===== src/rtl/hazard_ctrl.sv =====
// ============================================================================
// hazard_ctrl
//   Hazard controller for the five-stage RV32I pipeline.
//   Drives the stage stall/flush enables and the execute-stage forwarding
//   selects. Sequences multi-cycle data-memory accesses with a watchdog, and
//   counts stalled cycles (saturating) for performance debug.
//
// Ports
//   clk_i, rst_i                   clock (rising edge), async active-high reset
//   rs1D_i, rs2D_i                 decode-stage source registers
//   rs1E_i, rs2E_i                 execute-stage source registers
//   rdE_i, rdM_i, rdW_i            destination registers in E/M/W
//   result_srcE_i                  instruction in E is a load
//   pc_srcE_i                      taken branch/jump resolved in E
//   reg_writeM_i, reg_writeW_i     register write enables in M/W
//   mem_accessM_i, mem_ready_i     load/store in M, memory completes this cycle
//   mem_req_o                      data memory request
//   stallF_o..stallM_o             hold the stage register
//   flushD_o, flushE_o, flushW_o   clear the stage register to a bubble
//   forward_aE_o, forward_bE_o     00 regfile, 01 W result, 10 M ALU result
//   mem_timeout_o                  sticky watchdog error
//   stall_cycles_o                 saturating count of cycles with stallF_o
// ============================================================================
module hazard_ctrl #(
    parameter int REG_ADDR_WIDTH = 5,
    parameter int TIMEOUT        = 256,
    parameter int CNT_WIDTH      = 32
) (
    input  logic                      clk_i,
    input  logic                      rst_i,
    input  logic [REG_ADDR_WIDTH-1:0] rs1D_i,
    input  logic [REG_ADDR_WIDTH-1:0] rs2D_i,
    input  logic [REG_ADDR_WIDTH-1:0] rs1E_i,
    input  logic [REG_ADDR_WIDTH-1:0] rs2E_i,
    input  logic [REG_ADDR_WIDTH-1:0] rdE_i,
    input  logic [REG_ADDR_WIDTH-1:0] rdM_i,
    input  logic [REG_ADDR_WIDTH-1:0] rdW_i,
    input  logic                      result_srcE_i,
    input  logic                      pc_srcE_i,
    input  logic                      reg_writeM_i,
    input  logic                      reg_writeW_i,
    input  logic                      mem_accessM_i,
    input  logic                      mem_ready_i,
    output logic                      mem_req_o,
    output logic                      stallF_o,
    output logic                      stallD_o,
    output logic                      stallE_o,
    output logic                      stallM_o,
    output logic                      flushD_o,
    output logic                      flushE_o,
    output logic                      flushW_o,
    output logic [1:0]                forward_aE_o,
    output logic [1:0]                forward_bE_o,
    output logic                      mem_timeout_o,
    output logic [CNT_WIDTH-1:0]      stall_cycles_o
);

    localparam int WC_W = (TIMEOUT > 2) ? $clog2(TIMEOUT) : 1;
    localparam logic [WC_W-1:0] WC_LAST = WC_W'(TIMEOUT - 1);

    localparam logic [0:0] ST_RUN      = 1'b0;
    localparam logic [0:0] ST_MEM_WAIT = 1'b1;

    logic [0:0]           state_q, state_d;
    logic [WC_W-1:0]      wait_cnt_q, wait_cnt_d;
    logic                 timeout_q, timeout_d;
    logic [CNT_WIDTH-1:0] stall_cnt_q;

    logic mem_pending;
    logic mem_stall;
    logic lw_stall;

    // Operand select: M result has priority over W; x0 is never forwarded.
    function automatic logic [1:0] fwd_sel(input logic [REG_ADDR_WIDTH-1:0] rs);
        if (reg_writeM_i && (rdM_i != '0) && (rdM_i == rs)) begin
            return 2'b10;
        end else if (reg_writeW_i && (rdW_i != '0) && (rdW_i == rs)) begin
            return 2'b01;
        end
        return 2'b00;
    endfunction

    assign mem_pending = mem_accessM_i & ~mem_ready_i;
    // Once the watchdog trips the core stays frozen until reset.
    assign mem_stall   = timeout_q | mem_pending;
    assign lw_stall    = result_srcE_i & (rdE_i != '0) &
                         ((rdE_i == rs1D_i) | (rdE_i == rs2D_i));

    always_comb begin
        stallF_o     = 1'b0;
        stallD_o     = 1'b0;
        stallE_o     = 1'b0;
        stallM_o     = 1'b0;
        flushD_o     = 1'b0;
        flushE_o     = 1'b0;
        flushW_o     = 1'b0;
        mem_req_o    = 1'b0;
        forward_aE_o = 2'b00;
        forward_bE_o = 2'b00;
        if (rst_i) begin
            flushD_o = 1'b1;
            flushE_o = 1'b1;
            flushW_o = 1'b1;
        end else begin
            forward_aE_o = fwd_sel(rs1E_i);
            forward_bE_o = fwd_sel(rs2E_i);
            mem_req_o    = mem_accessM_i & ~timeout_q;
            if (mem_stall) begin
                // Load-use and branch actions wait: D/E contents are frozen
                // and get re-evaluated on the release cycle.
                stallF_o = 1'b1;
                stallD_o = 1'b1;
                stallE_o = 1'b1;
                stallM_o = 1'b1;
                flushW_o = 1'b1;
            end else if (pc_srcE_i) begin
                // No F stall here so the branch target loads into PC.
                flushD_o = 1'b1;
                flushE_o = 1'b1;
            end else if (lw_stall) begin
                stallF_o = 1'b1;
                stallD_o = 1'b1;
                flushE_o = 1'b1;
            end
        end
    end

    always_comb begin
        state_d    = state_q;
        wait_cnt_d = wait_cnt_q;
        timeout_d  = timeout_q;
        case (state_q)
            ST_RUN: begin
                if (mem_pending && !timeout_q) begin
                    state_d    = ST_MEM_WAIT;
                    wait_cnt_d = '0;
                end
            end
            ST_MEM_WAIT: begin
                if (!mem_pending) begin
                    state_d = ST_RUN;
                end else if (wait_cnt_q == WC_LAST) begin
                    timeout_d = 1'b1;
                end else begin
                    wait_cnt_d = wait_cnt_q + 1'b1;
                end
            end
            default: state_d = ST_RUN;
        endcase
    end

    always_ff @(posedge clk_i or posedge rst_i) begin
        if (rst_i) begin
            state_q     <= ST_RUN;
            wait_cnt_q  <= '0;
            timeout_q   <= 1'b0;
            stall_cnt_q <= '0;
        end else begin
            state_q    <= state_d;
            wait_cnt_q <= wait_cnt_d;
            timeout_q  <= timeout_d;
            if (stallF_o && (stall_cnt_q != '1)) begin
                stall_cnt_q <= stall_cnt_q + 1'b1;
            end
        end
    end

    assign mem_timeout_o  = timeout_q;
    assign stall_cycles_o = stall_cnt_q;

endmodule


===== config.mk =====
export PLATFORM = sky130hd
export DESIGN_NAME = hazard_ctrl
export DESIGN_NICKNAME = d
export VERILOG_FILES = /design/src/rtl/hazard_ctrl.sv
export SDC_FILE = /design/constraint.sdc
export NUM_CORES = 1
export LEC_CHECK = 0
export CAP_MARGIN = 20
export CORE_AREA = 2 2 75 77
export CTS_CLUSTER_DIAMETER = 120
export CTS_CLUSTER_SIZE = 28
export DETAILED_ROUTE_END_ITERATION = 8
export DIE_AREA = 0 0 77 79
export GPL_TIMING_DRIVEN = 0
export HOLD_SLACK_MARGIN = 0.1
export PLACE_DENSITY = 0.95
export SYNTH_ARGS = -nofsm -noshare
export SYNTH_HDL_FRONTEND = slang
export SYNTH_SLANG_ARGS = --single-unit

===== constraint.sdc =====
create_clock -name clk_i -period 5.7 [get_ports clk_i]
set_clock_uncertainty 0.05 [all_clocks]
set_input_delay 0.855 -clock clk_i [delete_from_list [all_inputs] [get_ports clk_i]]
set_output_delay 0.855 -clock clk_i [all_outputs]
set_load 0.03 [all_outputs]

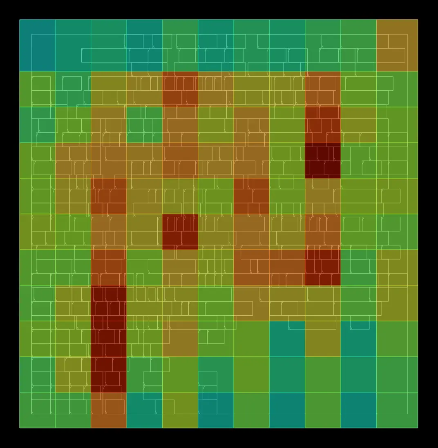
(run_1/congestion_map.png)
grt met1 use: 25.4%
GRT met3 Usage: 5.45%

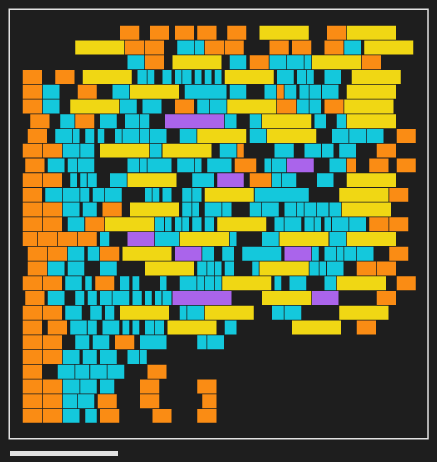
(run_1/class_map.png)
Bar = 20 um.
| class | color | cells | share of their area |
|---|---|---|---|
| clock drivers and dummy loads | purple | 8 | 4.0% |
| remaining buffers and delay cells | orange | 94 | 26% |
| sequential cells | yellow | 42 | 30% |
| remaining logic cells | cyan | 206 | 40% |
Core Region: 0.00534 mm2
Seq/total area: 29.0%
Rows: 27
post-layout util: 67.9%
post-route cell area: 0.00362 mm2

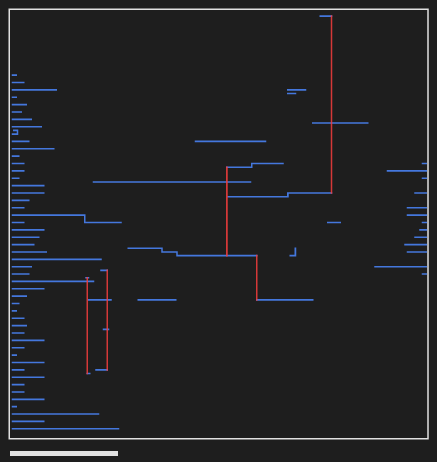
(run_1/layers.png)
Bar = 20 um. Only two layers are drawn.
| layer | color | wire length |
|---|---|---|
| M4 | red | 93.2 um |
| M3 | blue | 417 um |
Overall Global Routing Usage: 22.0%
total wire length: 6430 um

==> run 1: metal layers <==
metal	GRT usage, %	share of wire, %	up-vias
li1	-	-	1087
met1	25.4	39	1106
met2	40.4	53	94
met3	5.45	6.5	10
met4	6.25	1.4	0
met5	0	0	-
==> run 1: layout by cell type (no fill, tap or decap), drive strengths merged, types with 5 or more instances in the layout <==
cell,count
clkdlybuf4s50,87
clkbuf,7
and3,5
nand4,15
o21ai,10
nor4,8
nor2,16
nand2,21
xor2,25
dfrtp,42
nor3,9
buf,6
xnor2,39
or4,5
and4,5
inv,6
nand3,18
==> run 1: critical path, cell delays in order <==
cell,delay (ns)
clkdlybuf4s50_1,0.53
inv_2,0.70
o211ai_1,0.20
or4_1,0.60
nor4_1,0.19
clkdlybuf4s50_1,0.75
==> run 1: state kept, by name, indices dropped and copies added, names as in the netlist <==
signal          flops
wait_cnt_q          8
mem_timeout_o       1
stall_cycles_o     32
state_q             1
==> run 1: cell families after synthesis <==
kind of cell	share of synthesized area, %
buffers and inverters	2.88
adder cells (fa/ha/maj)	0.993
AND-OR/OR-AND	6.41
XOR/XNOR	22.3
flip-flops	41.7
multiplexers	0.447
AND/OR/NAND/NOR	25.3
==> run 1: per-stage QoR <==
| step | hold slack [ns] | std cells | setup slack, ns | util (%) |
|---|---|---|---|---|
| final | 0.450 | 422 | 0.956 | 67.9 |
| after global routing | 0.481 | 422 | 0.639 | 67.9 |
| after CTS | 0.457 | 422 | 0.889 | 67.9 |
| after detailed placement | 0.445 | 414 | 0.890 | 65.2 |
| after global placement | 0.430 | 414 | 0.377 | 65.2 |
| after floorplan | 0.420 | 255 | 1.39 | - |
==> run 1: worst min path at each step <==
stage	slack (ns)	cells past startpoint	startpoint	to
after floorplan	0.42	1	wait_cnt_q[6]$_DFFE_PP0P_	wait_cnt_q[6]$_DFFE_PP0P_
after global placement	0.43	1	stall_cycles_o[26]$_DFFE_PP0P_	stall_cycles_o[26]$_DFFE_PP0P_
after detailed placement	0.45	1	stall_cycles_o[18]$_DFFE_PP0P_	stall_cycles_o[18]$_DFFE_PP0P_
after CTS	0.46	1	stall_cycles_o[26]$_DFFE_PP0P_	stall_cycles_o[26]$_DFFE_PP0P_
after global routing	0.48	1	stall_cycles_o[31]$_DFFE_PP0P_	stall_cycles_o[31]$_DFFE_PP0P_
final	0.45	1	stall_cycles_o[22]$_DFFE_PP0P_	stall_cycles_o[22]$_DFFE_PP0P_
==> run 1: cell type report <==
class,instances,area [um2],share of cell area [%]
Buffer,7,50.0,1.38
Multi-Input combinational cell,200,1400,38.5
Tap cell,72,90.1,2.49
Sequential cell,42,1050,29.0
Clock buffer,6,82.6,2.28
Inverter,6,22.5,0.622
Timing Repair Buffer,87,871,24.0
Clock inverter,2,60.1,1.66
==> run 1: where the power goes <==
group          internal (W)  switching (W)  total [W]
clock              0.000187       0.000104   0.000291
sequential         0.000321      0.0000367   0.000358
combinational      0.000114       0.000132   0.000246
total              0.000622       0.000273   0.000895
==> results.txt, run 1 <==
impl run done, here's what came out: outcome completed, Placement Cell Area 0.00348 mm2, register area share after synthesis 41.7%, top cells by count, synth dfrtp_1 (42), xnor2_1 (39), xor2_1 (25), Remaining DRCs 0, Yosys reg bits 42, number of antenna violations at the first check in global routing 0, Max-area cell share 41.7%, Area Overhead vs Synth 43.8%, Post-DP HPWL 4940 um, RSZ-0062 raised after global routing no, Die X 77 um, Final nets 394, Critical Path Source Type input pin, largest net degree at the start of global routing 44, CP Capture Type output port, top cell type by total area after synthesis dfrtp_1, total of max-cap violations 0, clk ins delay skew pair 0.29 ns, antenna viol nets, final 0, Fmax 211 MHz, Vias 2,297, Slew HR 36.7%, Yosys top cell by instances dfrtp_1, Final Setup Violations 0, Num CTS Buffers 5, reg-to-reg endpoint stall_cycles_o[14]$_DFFE_PP0P_, cycle use final 83.2%, routed length per instance 15.2 um, Critical Path RT 4.80 ns, r2r setup slk 3.39 ns, layout cell share with drive strength beyond 1 7.43%, Yosys chip area 0.00252 mm2, syn avg cell area 9.88 um2, ys cells 255, Net Count, Synth 300, Distinct cells, synth 41, H-tree levels 2, Fin Setup TNS 0 ns, DR pass1 iterations 4, total gr overflow 0, ys async rst share 100%, critical path fanouts, max 43, Max Buffers Root-to-Sink 2, DR vias/cell 5.44, antenna cells 0, first-pass GRT wire length 10,700 um, clock sinks 42
==> run_1/ff_map.png <==
Bar = 20 um. Other sequential cells in the stronger gray, the rest of the logic in the fainter gray.
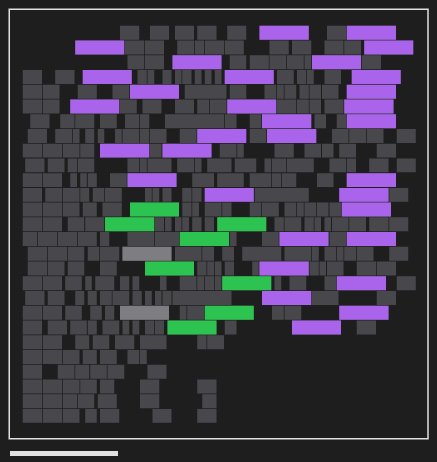

==> run 1 -> run 2 <==
- CORE_AREA: 2 2 75 77 -> 2 2 82 84
- DIE_AREA: 0 0 77 79 -> 0 0 84 86
- PLACE_DENSITY: 0.95 -> 0.87
- clock period: 5.7 -> 4.3 ns (I/O delays scaled with it)
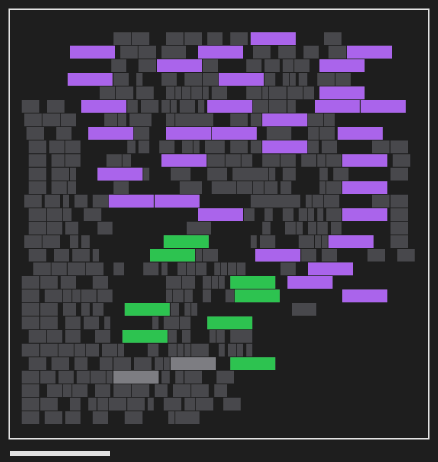
(run_2/ff_map.png)
Bar = 20 um. Other sequential cells in the stronger gray, the rest of the logic in the fainter gray.
| name in the netlist | color | flops |
|---|---|---|
| `stall_cycles_o` | purple | 32 |
| `wait_cnt_q` | green | 8 |
Reg area: 0.00105 mm2
post-layout util: 57.0%
Seq/total area: 29.4%
Seq power: 0.000474 W

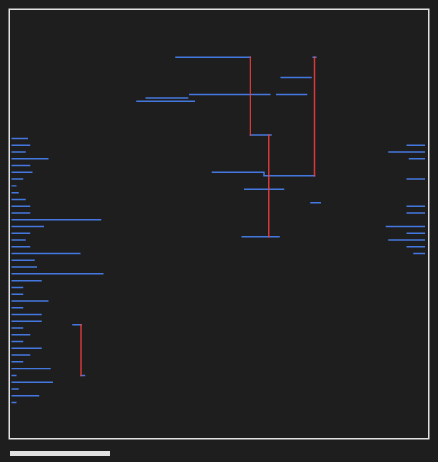
(run_2/layers.png)
Bar = 20 um. Only two layers are drawn.
| layer | color | wire length |
|---|---|---|
| M4 | red | 70.0 um |
| M3 | blue | 339 um |
Vias: 2,221
routed length per instance: 13.9 um
total wire length: 5950 um

==> run 2 against run 1 <==
Routed wire length is 7.5% lower. Final cell count up 1.2%. Critical path depth unchanged. Sequential share of layout area rose by 0.36 points. Synthesized cell count is the same. Die area is 19% higher. Worst setup slack lost 0.70 ns. Non-clock buffer count did not move. Sequential power increased by 32%. Global-route usage is 5.1 points lower. Core utilization decreased by 11 points.
==> results.txt, run 2 <==
impl run done, here's what came out: outcome completed (unchanged), Yosys chip area 0.00252 mm2 (unchanged), CP most frequent cell clkdlybuf4s50_1 (unchanged), Slew HR 38.8% (was 36.7%), Slowest-stage cell, CP clkdlybuf4s50_1 (unchanged), Gate Area 0.00140 mm2 (unchanged), Clk pwr share 24.2% (was 32.5%), Die X 84 um (was 77 um), ys cells 255 (unchanged), P_int 0.000691 W (was 0.000622 W), Distinct cells, synth 41 (unchanged), Comb power frac 30.9% (was 27.4%), H-tree levels 2 (unchanged), clk ins delay skew pair 0.30 ns (was 0.29 ns), antenna viol nets, final 0 (unchanged), syn avg cell area 9.88 um2 (unchanged), Fmax 247 MHz, top cells by count, synth dfrtp_1 (42), xnor2_1 (39), xor2_1 (25) (unchanged), Net Count, Synth 300 (unchanged), largest net degree at the start of global routing 44 (unchanged), Yosys reg bits 42 (unchanged), Top Layout Cells clkdlybuf4s50_1 (87), dfrtp_1 (42), xnor2_1 (39) (unchanged), Post-DP HPWL 4680 um (was 4940 um), Cell Count, Final, Fillers Out 427 (was 422), antenna cells 0 (unchanged), post-route cell area 0.00358 mm2 (was 0.00362 mm2), DR vias/cell 5.20 (was 5.44), Max-area cell share 41.7% (unchanged), Critical Path RT 3.61 ns (was 4.80 ns), layout cell share with drive strength beyond 1 7.43% (unchanged), Core Region 0.00628 mm2 (was 0.00534 mm2), Max stage delay on crit path 0.74 ns (was 0.75 ns), ys async rst share 100% (unchanged), Rows 29 (was 27)
## run 2: cell counts after synthesis
No cell type changed its count.
## run 2: power by group through the flow
stage | Sequential, W | Combinational [W] | Clock (W)
6_report | 0.000474 | 0.000326 | 0.000255
3_5_place_dp | 0.000482 | 0.000326 | 0
5_1_grt | 0.000482 | 0.000349 | 0.000280
2_1_floorplan | 0.000534 | 0.000117 | 0
4_1_cts | 0.000475 | 0.000328 | 0.000267
3_3_place_gp | 0.000481 | 0.000322 | 0
## run 2: timing repair
item / in CTS / in global routing
hold buffers: 0 / 0
gates resized: 1 / 0
endpoints found under the setup margin: 1 / 0
## run 2: logic make-up (layout without fill, tap and decap cells)
logic type | count (synthesis) | after routing | share of synthesized area, %
adder cells (fa/ha/maj) | 2 | 2 | 0.993
XOR/XNOR | 64 | 64 | 22.3
AND-OR/OR-AND | 21 | 21 | 6.41
buffers and inverters | 13 | 108 | 2.88
AND/OR/NAND/NOR | 112 | 112 | 25.3
flip-flops | 42 | 42 | 41.7
multiplexers | 1 | 1 | 0.447
## run 2: area by class of cell
type / instances / area share, %
well taps: 77 / 2.69
inverters: 6 / 0.699
clock inverters: 3 / 0.594
multi-input cells: 200 / 39.0
plain buffers: 7 / 1.40
clock buffers: 5 / 1.92
flip-flops and latches: 42 / 29.4
repair buffers: 87 / 24.3
## run 2: layer usage
metal | GRT usage, % | up-vias | routed length, um
li1 | - | 1094 | -
met1 | 20.1 | 1046 | 2470
met2 | 29.8 | 73 | 3070
met3 | 3.75 | 8 | 339
met4 | 6.45 | 0 | 70
met5 | 0 | - | 0
## run 2: critical path, delay by kind of cell
kind | cells | cell delay (ns)
buffers and inverters | 3 | 1.75
and+or+nand+nor | 2 | 0.77
AOI/OAI and AO/OA | 1 | 0.19
## run 2: per-stage QoR
stage          setup TNS [ns]  power (W)  setup slack, ns  utilization, %
6_report                    0    0.00105            0.251            57.0
4_1_cts                     0    0.00107            0.213            57.0
5_1_grt                     0    0.00111           0.0522            57.0
3_3_place_gp            -1.15   0.000803           -0.592            55.5
2_1_floorplan               0   0.000651            0.407               -
3_5_place_dp          -0.0470   0.000808          -0.0470            55.5
## run 2: final timing paths
check / from / endpoint / slack, ns / cells past startpoint
min in group asynchronous: rst_i / mem_timeout_o$_DFFE_PP0P_ / 0.85 / 2
worst min-delay path: stall_cycles_o[31]$_DFFE_PP0P_ / stall_cycles_o[31]$_DFFE_PP0P_ / 0.45 / 1
worst min register to register: stall_cycles_o[31]$_DFFE_PP0P_ / stall_cycles_o[31]$_DFFE_PP0P_ / 0.45 / 1
worst max register to register: stall_cycles_o[19]$_DFFE_PP0P_ / stall_cycles_o[7]$_DFFE_PP0P_ / 2.02 / 8
worst max-delay path: rst_i / forward_aE_o[0] / 0.25 / 6
max in group asynchronous: rst_i / stall_cycles_o[29]$_DFFE_PP0P_ / 2.99 / 2
No activity file was given, so power comes from the tool's default toggle rates.
